`config.mk`:
```
export PLATFORM = sky130hd
export DESIGN_NAME = cfg_frame_loader
export DESIGN_NICKNAME = d
export VERILOG_FILES = /design/src/rtl/cfg_loader_pkg.sv /design/src/rtl/cfg_shift_rx.sv /design/src/rtl/cfg_frame_loader.sv
export SDC_FILE = /design/constraint.sdc
export NUM_CORES = 1
export LEC_CHECK = 0
export CAP_MARGIN = 40
export CORE_AREA = 3 3 61 63
export CTS_CLUSTER_SIZE = 14
export DETAILED_ROUTE_END_ITERATION = 7
export DIE_AREA = 0 0 64 66
export PLACE_DENSITY = 0.8
export SLEW_MARGIN = 20
export SYNTH_ARGS = -nofsm -noshare
export SYNTH_HDL_FRONTEND = slang
export SYNTH_HIERARCHICAL = 1
export SYNTH_SLANG_ARGS = --single-unit
```
`constraint.sdc`:
```
create_clock -name CLK -period 3 [get_ports CLK]
set_input_delay 0.3 -clock CLK [delete_from_list [all_inputs] [get_ports CLK]]
set_output_delay 0.3 -clock CLK [all_outputs]
set_load 0.005 [all_outputs]
```
`src/rtl/cfg_loader_pkg.sv`:
```
// Shared definitions for the serial configuration-frame loader.
//   - default geometry (sites, address width, payload width)
//   - FRAME_BITS: serial bits per frame (address + data + parity)
//   - receive FSM state encoding
//   - even-parity helper
package cfg_loader_pkg;

    localparam int DEF_N_SITES = 5;
    localparam int DEF_ADDR_W  = 3;
    localparam int DEF_CFG_W   = 4;
    localparam int FRAME_BITS  = DEF_ADDR_W + DEF_CFG_W + 1;

    typedef enum logic [1:0] {
        ST_ADDR   = 2'd0,
        ST_DATA   = 2'd1,
        ST_PAR    = 2'd2,
        ST_COMMIT = 2'd3
    } rx_state_t;

    // True when the supplied bit vector has an even number of ones.
    function automatic logic even_parity_ok(input logic [31:0] bits);
        return ~(^bits);
    endfunction

endpackage

```
`src/rtl/cfg_shift_rx.sv`:
```
// Serial frame receiver: shifts in address/data/parity MSB first, tracks the
// running parity and handles the valid/ready handshake and CFG_SYNC restart.
// Ports:
//   clk, rst          clock, async active-high reset
//   cfg_valid/cfg_bit serial input qualified by cfg_valid
//   cfg_sync          frame restart (ignored while committing)
//   cfg_ready         bit accepted this cycle when high
//   frame_addr/data   assembled fields, valid while frame_complete is high
//   parity_ok         whole frame has even parity (with the parity bit on cfg_bit)
//   frame_complete    parity bit handshake happening this cycle
//
// state     | meaning
// ST_ADDR   | shifting address bits
// ST_DATA   | shifting payload bits
// ST_PAR    | waiting for the parity bit
// ST_COMMIT | one cycle while the top commits the frame, not ready
module cfg_shift_rx
    import cfg_loader_pkg::*;
#(
    parameter int ADDR_W = DEF_ADDR_W,
    parameter int CFG_W  = DEF_CFG_W
) (
    input  logic              clk,
    input  logic              rst,
    input  logic              cfg_valid,
    input  logic              cfg_bit,
    input  logic              cfg_sync,
    output logic              cfg_ready,
    output logic [ADDR_W-1:0] frame_addr,
    output logic [CFG_W-1:0]  frame_data,
    output logic              parity_ok,
    output logic              frame_complete
);

    localparam int SH_W      = ADDR_W + CFG_W;
    localparam int MAX_FIELD = (ADDR_W > CFG_W) ? ADDR_W : CFG_W;
    localparam int CNT_W     = $clog2(MAX_FIELD + 1);

    rx_state_t        state_q, state_d;
    logic [CNT_W-1:0] cnt_q, cnt_d;
    logic [SH_W-1:0]  shreg_q, shreg_d;
    logic             par_q, par_d;
    logic             fire;

    always_ff @(posedge clk or posedge rst) begin
        if (rst) begin
            state_q <= ST_ADDR;
            cnt_q   <= '0;
            shreg_q <= '0;
            par_q   <= 1'b0;
        end else begin
            state_q <= state_d;
            cnt_q   <= cnt_d;
            shreg_q <= shreg_d;
            par_q   <= par_d;
        end
    end

    assign cfg_ready      = (state_q != ST_COMMIT);
    assign fire           = cfg_valid & cfg_ready;
    assign frame_addr     = shreg_q[SH_W-1 -: ADDR_W];
    assign frame_data     = shreg_q[CFG_W-1:0];
    assign parity_ok      = even_parity_ok(32'({par_q, cfg_bit}));
    assign frame_complete = (state_q == ST_PAR) & fire & ~cfg_sync;

    always_comb begin
        state_d = state_q;
        cnt_d   = cnt_q;
        shreg_d = shreg_q;
        par_d   = par_q;
        // A restart wins over a handshake except while committing, so a
        // frame that already delivered its parity bit is never lost.
        if (cfg_sync && state_q != ST_COMMIT) begin
            state_d = ST_ADDR;
            cnt_d   = '0;
            shreg_d = '0;
            par_d   = 1'b0;
        end else begin
            case (state_q)
                ST_ADDR, ST_DATA: begin
                    if (fire) begin
                        shreg_d = {shreg_q[SH_W-2:0], cfg_bit};
                        par_d   = par_q ^ cfg_bit;
                        cnt_d   = cnt_q + 1'b1;
                        if (state_q == ST_ADDR && cnt_q == CNT_W'(ADDR_W - 1)) begin
                            state_d = ST_DATA;
                            cnt_d   = '0;
                        end else if (state_q == ST_DATA && cnt_q == CNT_W'(CFG_W - 1)) begin
                            state_d = ST_PAR;
                            cnt_d   = '0;
                        end
                    end
                end
                ST_PAR: begin
                    if (fire) begin
                        state_d = ST_COMMIT;
                        shreg_d = '0;
                        par_d   = 1'b0;
                    end
                end
                default: state_d = ST_ADDR;
            endcase
        end
    end

endmodule

```
`src/rtl/cfg_frame_loader.sv`:
```
// Serial configuration-frame loader. Each accepted frame writes one site's
// configuration slice and marks the site as loaded.
// Ports:
//   CLK, RST         clock, async active-high reset
//   CFG_VALID/BIT    serial frame bit and its qualifier
//   CFG_READY        loader accepts a bit this cycle
//   CFG_SYNC         restart frame, drop partial bits
//   CFG_O            site k configuration at [k*CFG_W +: CFG_W]
//   SITE_LOADED      sticky per-site written flag
//   LOAD_DONE        pulse on accepted frame
//   LOAD_ERR         pulse on rejected frame (bad parity or address)
module cfg_frame_loader
    import cfg_loader_pkg::*;
#(
    parameter int N_SITES = DEF_N_SITES,
    parameter int ADDR_W  = DEF_ADDR_W,
    parameter int CFG_W   = DEF_CFG_W
) (
    input  logic                     CLK,
    input  logic                     RST,
    input  logic                     CFG_VALID,
    input  logic                     CFG_BIT,
    output logic                     CFG_READY,
    input  logic                     CFG_SYNC,
    output logic [N_SITES*CFG_W-1:0] CFG_O,
    output logic [N_SITES-1:0]       SITE_LOADED,
    output logic                     LOAD_DONE,
    output logic                     LOAD_ERR
);

    logic [ADDR_W-1:0]        frame_addr;
    logic [CFG_W-1:0]         frame_data;
    logic                     parity_ok;
    logic                     frame_complete;
    logic                     in_range;

    logic [N_SITES*CFG_W-1:0] cfg_q, cfg_d;
    logic [N_SITES-1:0]       loaded_q, loaded_d;
    logic                     done_q, done_d;
    logic                     err_q, err_d;

    cfg_shift_rx #(
        .ADDR_W (ADDR_W),
        .CFG_W  (CFG_W)
    ) u_rx (
        .clk            (CLK),
        .rst            (RST),
        .cfg_valid      (CFG_VALID),
        .cfg_bit        (CFG_BIT),
        .cfg_sync       (CFG_SYNC),
        .cfg_ready      (CFG_READY),
        .frame_addr     (frame_addr),
        .frame_data     (frame_data),
        .parity_ok      (parity_ok),
        .frame_complete (frame_complete)
    );

    // Extra bit so the compare also works when N_SITES == 2**ADDR_W.
    assign in_range = ({1'b0, frame_addr} < (ADDR_W + 1)'(N_SITES));

    always_ff @(posedge CLK or posedge RST) begin
        if (RST) begin
            cfg_q    <= '0;
            loaded_q <= '0;
            done_q   <= 1'b0;
            err_q    <= 1'b0;
        end else begin
            cfg_q    <= cfg_d;
            loaded_q <= loaded_d;
            done_q   <= done_d;
            err_q    <= err_d;
        end
    end

    always_comb begin
        cfg_d    = cfg_q;
        loaded_d = loaded_q;
        done_d   = 1'b0;
        err_d    = 1'b0;
        if (frame_complete) begin
            if (parity_ok && in_range) begin
                done_d = 1'b1;
                for (int k = 0; k < N_SITES; k++) begin
                    if (frame_addr == ADDR_W'(k)) begin
                        cfg_d[k*CFG_W +: CFG_W] = frame_data;
                        loaded_d[k]             = 1'b1;
                    end
                end
            end else begin
                err_d = 1'b1;
            end
        end
    end

    assign CFG_O       = cfg_q;
    assign SITE_LOADED = loaded_q;
    assign LOAD_DONE   = done_q;
    assign LOAD_ERR    = err_q;

endmodule

```
Figure 1. M2 wires (run 1).
Scale: 6 px per µm.
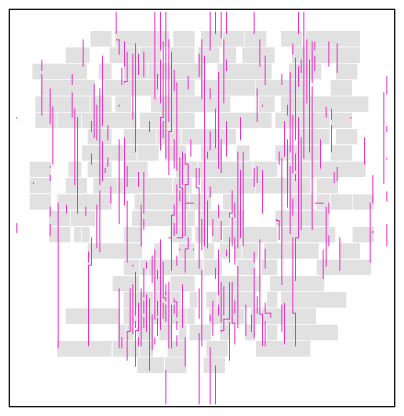
main direction: vertical
longest straight run: 31.6 µm
wire length on this layer: 1490 µm
share of all routed wire: 47%
nets with wire on the layer: 153

Figure 2. Clock routing (run 1).
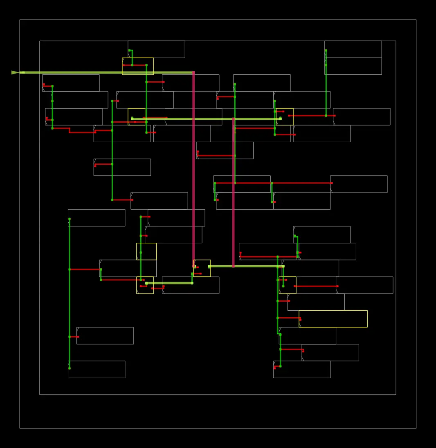
Worst-Skew Late Latency: 340 ps
Flops: 40
P_clk: 369 µW
skew final: 15.45 ps

Figure 3. Layout detail (run 1).
Window x 38 to 58, y 40 to 60 µm. Cells in grey, sequential cells in the stronger grey; small squares are vias.
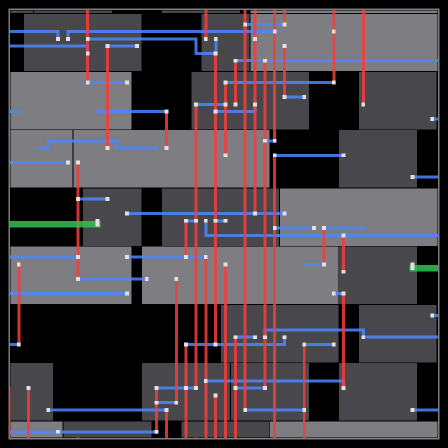
[met2] red
[met3] green
[met1] blue
netlist names of flops here include: CFG_O (4)
sequential cells in the window: 6
most frequent: dfrtp_1 (6), clkdlybuf4s50_1 (6), mux2_4 (4)
cells with their middle in the window: 20

Figure 4. Nets reached from selected ports (run 1).
Scale: 6 px per µm.
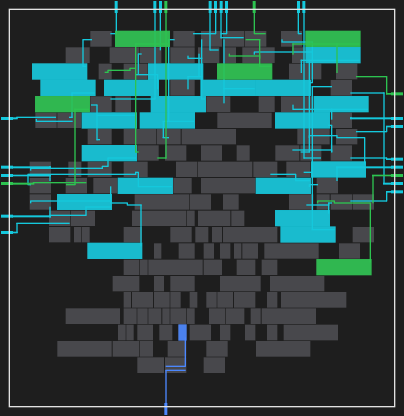
[CFG_O] cyan | bits: 20 | direction: output | edge: 9 top, 6 right, 5 left | end cells: 20 | wire: 525 µm
[CFG_READY] blue | bits: 1 | direction: output | edge: bottom | end cells: 1 | wire: 16.8 µm
[SITE_LOADED] green | bits: 5 | direction: output | edge: 2 right, 2 top, 1 left | end cells: 5 | wire: 157 µm

==> notes.md, run 1 <==
yosys + openroad results -> outcome finished, final reports clean, fin crit share just under 80%, main flop type dfrtp_1, Vias ~1.1k, Post-Synth AOI/OAI Area 10.61%, Post-CTS Resized 0, worst vdd ir roughly 370 µV, post-DP HPWL between 2000 and 2500 µm, initial DRC count 32, Reg2Reg Setup Slack about 680 ps, GPL Wtd Cong 0.8422, Unique cell types 39, Crit Reg-Reg Endpoint CFG_O[10], clk root buf clkbuf_4, Simple-Gate Fraction of Synth Area 11.05%, die height around 66 µm, Hold WC Path Type in -> async, Seq/Total Area, Yosys between 50% and 60%, final worst slack 681.0 ps, Area Overhead vs Synth 26.12%, IO Pins 33, Post-synth ARST share 100.0%, initial antenna violation count 0, Clock Pin Slew Worst Setup and Hold Paths between 100 and 150 ps, Initial DRT Pass Iterations 4, share of post-route cells with drive strength above 1 25.77%, RR Startpoint u_rx/state_q[1], multiplexer area fraction after synthesis approximately 15%, CTS tree built, pwr dens approximately 450 nW/µm², number of diodes 0, Port Buffers 32, Post-CTS Repair Setup Buffers 0, static leakage around 0.001 µW, most instantiated logic cell after routing dfrtp_1, Tot GR Track Use 16.71%, Flop area 1001 µm², logic area between 600 and 700 µm², Worst Tran Pin Value between 600 and 700 ps, final setup violation count 0, post-layout net count roughly 170, pin count of the biggest net entering global routing 17, CTS H-Tree Depth 2, post-cts hold-fix buffer tally 0, # clock sinks 40, mapped cell area around 1700 µm², Die Wd about 64 µm, CP Max Fanout 12, yosys stat area 1710 µm², Syn Inst Count roughly 130, syn_nets 135, Num CTS Buffers 5, Core ar. 3284 µm², ys cells about 130, Bufs on Longest Clock Path 2, initial core utilization a little over half, Synth Warn # 6, Max-cap violations 0, crit path DRT 3240 ps, Setup crit end CFG_O[10], Die Size roughly 4200 µm², Final ANT Viol Nets 0, RSZ-0062 raised after global routing false, fa+ha+maj area frac 1.463%, Reg2Reg Depth 5, drt drc 0, Max Clk Rate between 400 and 500 MHz, crit path launch u_rx/state_q[1], final wirelength approximately 3200 µm, Mapped Avg Cell Area 13.36 µm², Final Hold Viols 0, setup slack at placement about 370 ps, Max-slew headroom 56.18%, most numerous logic cells after layout dfrtp_1 (40), clkdlybuf4s50_1 (32), mux2_2 (16), XOR Share, Synth less than 1%, row count 21, OpenROAD warnings 27, first-pass GRT wire length 5161 µm, Fin Setup TNS 0 ps, worst setup path class reg -> reg, vias in the first global route ~1.1k, Main logic family multiplexers, flip-flops with a built-in enable 0, arrival time at the worst endpoint approximately 2600 ps, Post-synth regs ~40, Worst Setup End Kind flip-flop, GR Overflow Total 0, Final Max Slew Viols 0, minimum clock period approximately 2300 ps, Vias/cell around 5.3, Filler Cell Count around 270, per-cell routed wire length between 15 and 20 µm, CP Launch Type flip-flop
run 1: cell type report:
type	instances	share of cell area (%)
sequential	40	46.40
multi-input combinational	77	30.34
timing repair buffer	33	15.55
tap	46	2.668
clock buffer	6	2.378
clock inverter	2	1.798
inverter	5	0.8701
run 1: metal layers:
metal	global-route usage, %	vias up	part of all wire [%]
met5	0	-	0
met4	7.278	0	1.7
met3	6.293	4	4.6
met2	25.55	31	47
met1	21.13	544	47
li1	-	525	-
run 1: flip-flops by register name (all words and copies together) (netlist names):
signal / flops
u_rx/par_q: 1
LOAD_DONE: 1
SITE_LOADED: 5
u_rx/shreg_q: 7
u_rx/state_q: 2
u_rx/cnt_q: 3
CFG_O: 20
LOAD_ERR: 1
run 1: power breakdown:
group,internal (µW),leakage [µW],switching (µW)
Clock,200,0.0000484,169
Sequential,545,0.000555,8.20
Combinational,21.8,0.000400,29.4
Total,767,0.00100,207
run 1: stage by stage:
step	std cells	cell area [µm²]	util, %	power [µW]	hold WS, ps
floorplan	128	1710	-	596.8	177.0
global placement	200	2052	62.48	611.3	449.4
detailed placement	201	2067	62.93	616.0	461.9
CTS	209	2157	65.68	986.6	290.3
global route	209	2157	65.68	1019	312.8
finish	209	2157	65.68	974.0	290.3
run 1: Yosys cell counts, drive strengths merged, types with 3 or more instances:
library cell | n | area share [%]
mux2 | 20 | 14
dfrtp | 40 | 59
a22o | 7 | 4.0
o21ai | 7 | 2.3
nand2b | 3 | 1.1
inv | 5 | 1.1
nor2b | 3 | 1.1
nor2 | 3 | 0.66
nand2 | 5 | 1.1
buf | 4 | 1.7
or2 | 3 | 1.1
a21oi | 3 | 0.88
run 1: worst max-delay path: stages, from the launching register on:
cell     delay [ps]
dfrtp_1         600
nand2_1         140
nor3b_1         320
nand2_1         180
nor3_1          570
mux2_2          410
==> run 1 -> run 2 <==
--- a/config.mk
+++ b/config.mk
@@ -6,11 +6,11 @@
 export NUM_CORES = 1
 export LEC_CHECK = 0
 export CAP_MARGIN = 40
-export CORE_AREA = 3 3 61 63
+export CORE_AREA = 3 3 63 65
 export CTS_CLUSTER_SIZE = 14
 export DETAILED_ROUTE_END_ITERATION = 7
-export DIE_AREA = 0 0 64 66
-export PLACE_DENSITY = 0.8
+export DIE_AREA = 0 0 66 68
+export PLACE_DENSITY = 0.75
 export SLEW_MARGIN = 20
 export SYNTH_ARGS = -nofsm -noshare
 export SYNTH_HDL_FRONTEND = slang
==> constraint.sdc (replaced) <==
create_clock -name CLK -period 2.4 [get_ports CLK]
set_input_delay 0.24 -clock CLK [delete_from_list [all_inputs] [get_ports CLK]]
set_output_delay 0.24 -clock CLK [all_outputs]
set_load 0.005 [all_outputs]
Figure 5. Metal layers overlaid (run 2).
Scale: 8 px per µm. Only two layers are drawn.
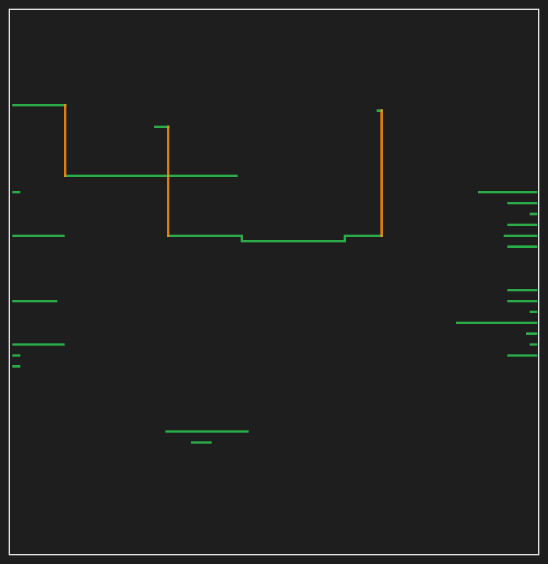
[met4] orange | wire length: 38.1 µm
[met3] green | wire length: 135 µm
per-cell routed wire length: 15.79 µm
Tot GR Track Use: 16.99%
Vias: 1136
final wirelength: 3410 µm

Figure 6. Nets reached from selected ports (run 2).
Scale: 6 px per µm.
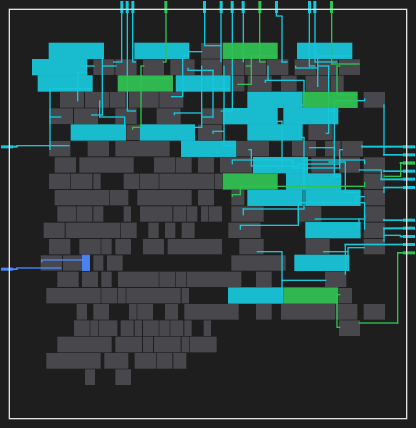
[CFG_READY] blue | bits: 1 | direction: output | edge: left | end cells: 1 | wire: 15.9 µm
[SITE_LOADED] green | bits: 5 | direction: output | edge: 3 top, 2 right | end cells: 5 | wire: 125 µm
[CFG_O] cyan | bits: 20 | direction: output | edge: 10 top, 9 right, 1 left | end cells: 20 | wire: 529 µm

==> run 2 against run 1 <==
  * Maximum frequency increased by 13%
  * Die size increased by 6.3%
  * Total power up 16%
  * Design area rose by 0.99%
==> notes.md, run 2 <==
yosys + openroad results -> outcome finished, final reports clean, post-DP HPWL approximately 2500 µm, Num CTS Buffers 5, Die Wd 66 µm, post-layout net count 176, # clock sinks approximately 40, Vias/cell approximately 5.3, GPL Wtd Cong between 0.7 and 0.8, Post-CTS Repair Setup Buffers 0, top cells, area dfrtp_1 (59%), mux2_2 (11%), mux2_4 (3.5%), logic area between 600 and 700 µm², drt drc 0, crit path launch u_rx/state_q[0], Setup crit end CFG_O[2], RR Startpoint u_rx/state_q[0], Max-slew headroom between 60% and 70%, share of post-route cells with drive strength above 1 just under 30%, number of diodes 0, final std cells w/o fill ~220, Reg2Reg Setup Slack 340 ps, Unique cell types 39, CTS H-Tree Depth 2, vias in the first global route about 1.2k, Area Overhead vs Synth 27.36%, row count 21, Final Hold Viols 0, initial DRC count 31, RSZ-0062 raised after global routing false, Fin Setup TNS 0 ps, Worst Tran Pin Value 498.5 ps, crit path DRT between 2000 and 3000 ps, flip-flops with a built-in enable 0, mapped cell area ~1700 µm², Post-CTS Resized 0, count leader, synth dfrtp_1, yosys stat area roughly 1700 µm², Inst Count DP 208, arrival time at the worst endpoint between 2000 and 2500 ps, Post-synth regs about 40, top layer in use met4, top cells by count, synth dfrtp_1 (40), mux2_2 (16), o21ai_0 (6), a22o_2 (5), nand2_1 (5), Core ar. 3390 µm², most numerous logic cells after layout dfrtp_1 (40), clkdlybuf4s50_1 (32), mux2_2 (16), IO Pins 33, syn_nets between 100 and 150, most instantiated logic cell after routing dfrtp_1, pin count of the biggest net entering global routing 15, clk root buf clkbuf_4, pwr dens 516.6 nW/µm², Hold WC Path Type in -> async, main flop type dfrtp_1, Die Size 4488 µm², Filler Cell Count around 270, met3 routed WL around 130 µm, max reg flops 20, post-cts hold-fix buffer tally 0, Mapped Avg Cell Area between 10 and 15 µm², minimum clock period roughly 2100 ps, ys cells between 100 and 150, wire length on met2 ~1600 µm, Metal-1 WL roughly 1600 µm, first-pass GRT wire length 5595 µm, Seq/Total Area, Yosys 58.52%, Max-cap violations 0
Figure 7. Layout detail (run 2).
Window x 40 to 60, y 41 to 61 µm. Cells in grey, sequential cells in the stronger grey; small squares are vias.
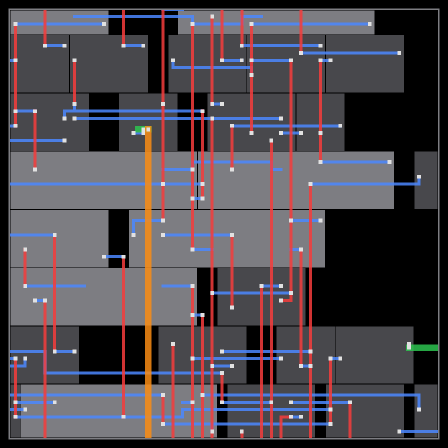
[met1] blue
[met3] green
[met2] red
[met4] orange
cells with their middle in the window: 22
netlist names of flops here include: CFG_O (5), SITE_LOADED (1)
most frequent: clkdlybuf4s50_1 (7), dfrtp_1 (6), mux2_2 (5)
sequential cells in the window: 6

## run 2: cell counts after synthesis
Identical to the previous run, type by type.
## run 2: where the power goes
part / internal, µW / switching (µW) / total, µW
clock network: 142 / 223 / 366
registers: 682 / 9.54 / 691
logic: 29.0 / 39.4 / 68.4
## run 2: layout make-up
type | instances | area share, %
Timing Repair Buffer | 40 | 17.46
Clock buffer | 6 | 2.355
Tap cell | 46 | 2.642
Clock inverter | 2 | 0.6893
Inverter | 5 | 0.8616
Sequential cell | 40 | 45.95
Multi-Input combinational cell | 77 | 30.04
## run 2: metal layers
| metal | track usage, % | up-vias |
|---|---|---|
| li1 | - | 540 |
| met1 | 22.99 | 563 |
| met3 | 4.269 | 6 |
| met4 | 9.391 | 0 |
| met2 | 25.16 | 27 |
| met5 | 0 | - |
## run 2: critical path: stages, from the launching register on
cell     delay (ps)
dfrtp_1         410
inv_1           100
nand2_1          90
nor3b_1         270
nand2_1         160
or4_1           570
mux2_4          350
## run 2: cell families after synthesis
group	count (synthesis)	share of synthesized area, %
AOI/OAI and AO/OA	24	10.61
and+or+nand+nor	29	11.05
buffers and inverters	11	3.219
xor gates and xnor gates	1	0.5122
DFF	40	58.52
adders and majority gates	2	1.463
muxes	21	14.63
## run 2: stage by stage
| step | utilization (%) | total power, µW | cell area [µm²] | setup WS [ps] | hold slack, ps |
|---|---|---|---|---|---|
| final | 64.27 | 1125 | 2178 | 341.3 | 258.1 |
| after global placement | 62.31 | 769.1 | 2112 | 233.9 | 450.2 |
| after CTS | 64.27 | 1140 | 2178 | 365.3 | 254.5 |
| after global routing | 64.27 | 1171 | 2178 | 239.7 | 290.4 |
| after detailed placement | 62.31 | 773.4 | 2112 | 192.4 | 457.7 |
| after floorplan | - | 746.0 | 1710 | 383.7 | 117.0 |
Power is estimated from default activity; no workload was simulated.
